==> config.mk <==
export PLATFORM = sky130hd
export DESIGN_NAME = mem_phase_ctrl_flat
export DESIGN_NICKNAME = d
export VERILOG_FILES = /design/src/rtl/mem_phase_ctrl_if.sv /design/src/rtl/mem_phase_ctrl.sv /design/src/flat_wrapper.sv
export SDC_FILE = /design/constraint.sdc
export NUM_CORES = 1
export LEC_CHECK = 0
export ABC_AREA = 1
export CORE_ASPECT_RATIO = 0.7
export CORE_MARGIN = 8
export CORE_UTILIZATION = 36
export DETAILED_ROUTE_END_ITERATION = 7
export GPL_ROUTABILITY_DRIVEN = 0
export GPL_TIMING_DRIVEN = 0
export PLACE_DENSITY = 0.89
export SYNTH_ARGS = -nofsm -noshare
export SYNTH_HDL_FRONTEND = slang
export SYNTH_SLANG_ARGS = --single-unit
==> constraint.sdc <==
create_clock -name clk -period 2 [get_ports clk]
set_input_delay 0.4 -clock clk [delete_from_list [all_inputs] [get_ports clk]]
set_output_delay 0.4 -clock clk [all_outputs]
set_load 0.01 [all_outputs]
**Floorplan with the power grid**

Pins as bars on the die edge.
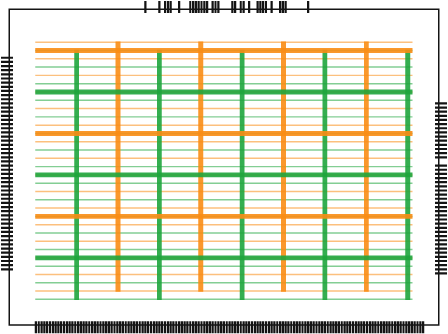
Key: orange = VDD; green = VSS
9 straps on met4. 32 met1 rails follow the rows. 6 straps on met5. 262 signal pins sit on the boundary.
chip width: 140 um
Die Span Y: 103 um
core area: 10400 um^2
VDD IR-drop max: 0.725 mV

**Close-up of the layout**

Window x 10 to 60, y 52 to 102 um. Cells in grey, sequential cells in the stronger grey; small squares are vias.
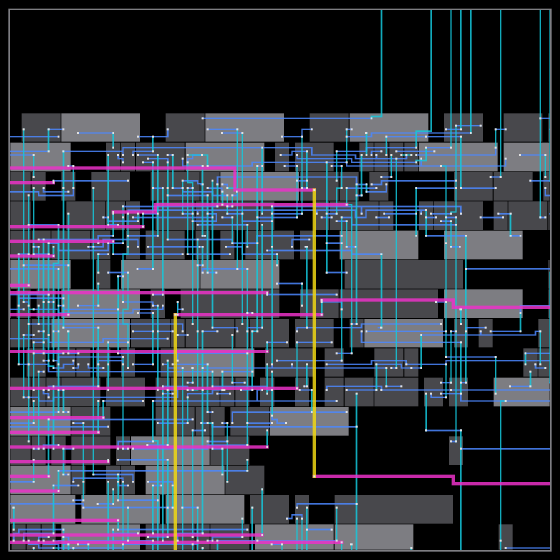
Key: yellow = metal 4; cyan = metal 2; magenta = metal 3; blue = metal 1
Most frequent: nor2_1 (43), clkdlybuf4s50_1 (35), dfxtp_1 (30). Sequential cells in the window: 30. 153 logic cells have their middle in the window.

**Clock nets**

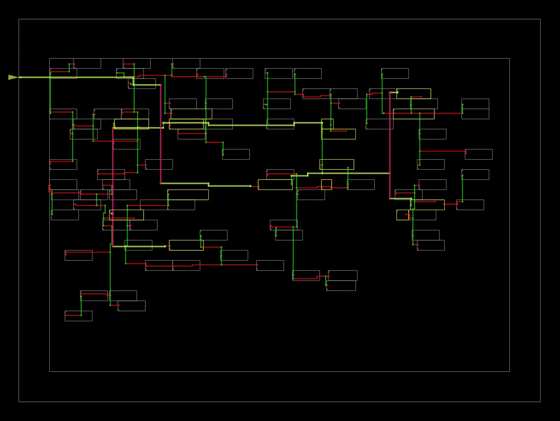
Flops: 75
Power Clock: 1.84 mW

**Where the registers sit**

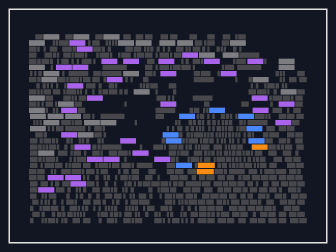
Key: purple = u_core.load_data [flops 32]; blue = u_core.cnt_reg [flops 8]; orange = u_core.state_reg [flops 3]
Another 32 sequential cells are not coloured.
FF/Latch Area: 1500 um^2
Seq group: 1.52 mW
register share of the cell area: 0.210
Final Util: 0.686

==> ci_impl_report.md <==
## Synthesis and layout report

| Metric | Value |
|---|---|
| Grt ovf | 0 |
| Setup violations, final | 23 |
| Place WS | -0.774 ns |
| Worst-Skew Late Latency | 0.34 ns |
| PnR worst setup slack | -0.102 ns |
| Slew @ Worst Pin | approximately 0.75 ns |
| Number of cell rows | 31 |
| Die area | about 14000 um^2 |
| Met2 WL | approximately 7700 um |
| Fillers | between 800 and 900 |
| Distinct lib cells used | 29 |
| P_int | 3.11 mW |
| Post-synthesis cell count | 530 |
| Hold Slack | 0.462 ns |
| Post-route ant nets | 0 |
| Largest cell class | non-clock buffers |
| Clock network power share | 0.459 |
| Fin crit share | 1.05 |
| Post-Route WL | approximately 17000 um |
| Initial Util | 0.373 |
| CP peak stage delay | 0.37 ns |
| Final Skew | about 0.013 ns |
| Clock transition at path regs | around 0.06 ns |
| TritonCTS Buffers | 9 |
| Post-synthesis sequential area ratio | 0.385 |
| Most frequent cells in the layout | clkdlybuf4s50_1 (190), nor2_1 (145), nand2_1 (73), dfxtp_1 (73), buf_2 (60) |
| Non-clock buffer share | 0.402 |
| Biggest area consumer among synthesized cells | dfxtp_1 |
| Sequential share of power | 0.380 |
| RSZ-0062 raised after global routing | yes |
| Comb area leader | simple AND/OR/NAND/NOR gates |
| Violated checks | negative setup slack |
| Root Buffer | clkbuf_16 |
| Yosys stat cell total | between 500 and 600 |
| Min-Delay Path Class | reg2reg |
| I/O pin count | ~260 |
| Setup TNS | -1.29 ns |
| Slew HR | 0.502 |
| Outcome | finished, violations left |
Power figures rest on the tool's default switching activity, not on a simulated workload.
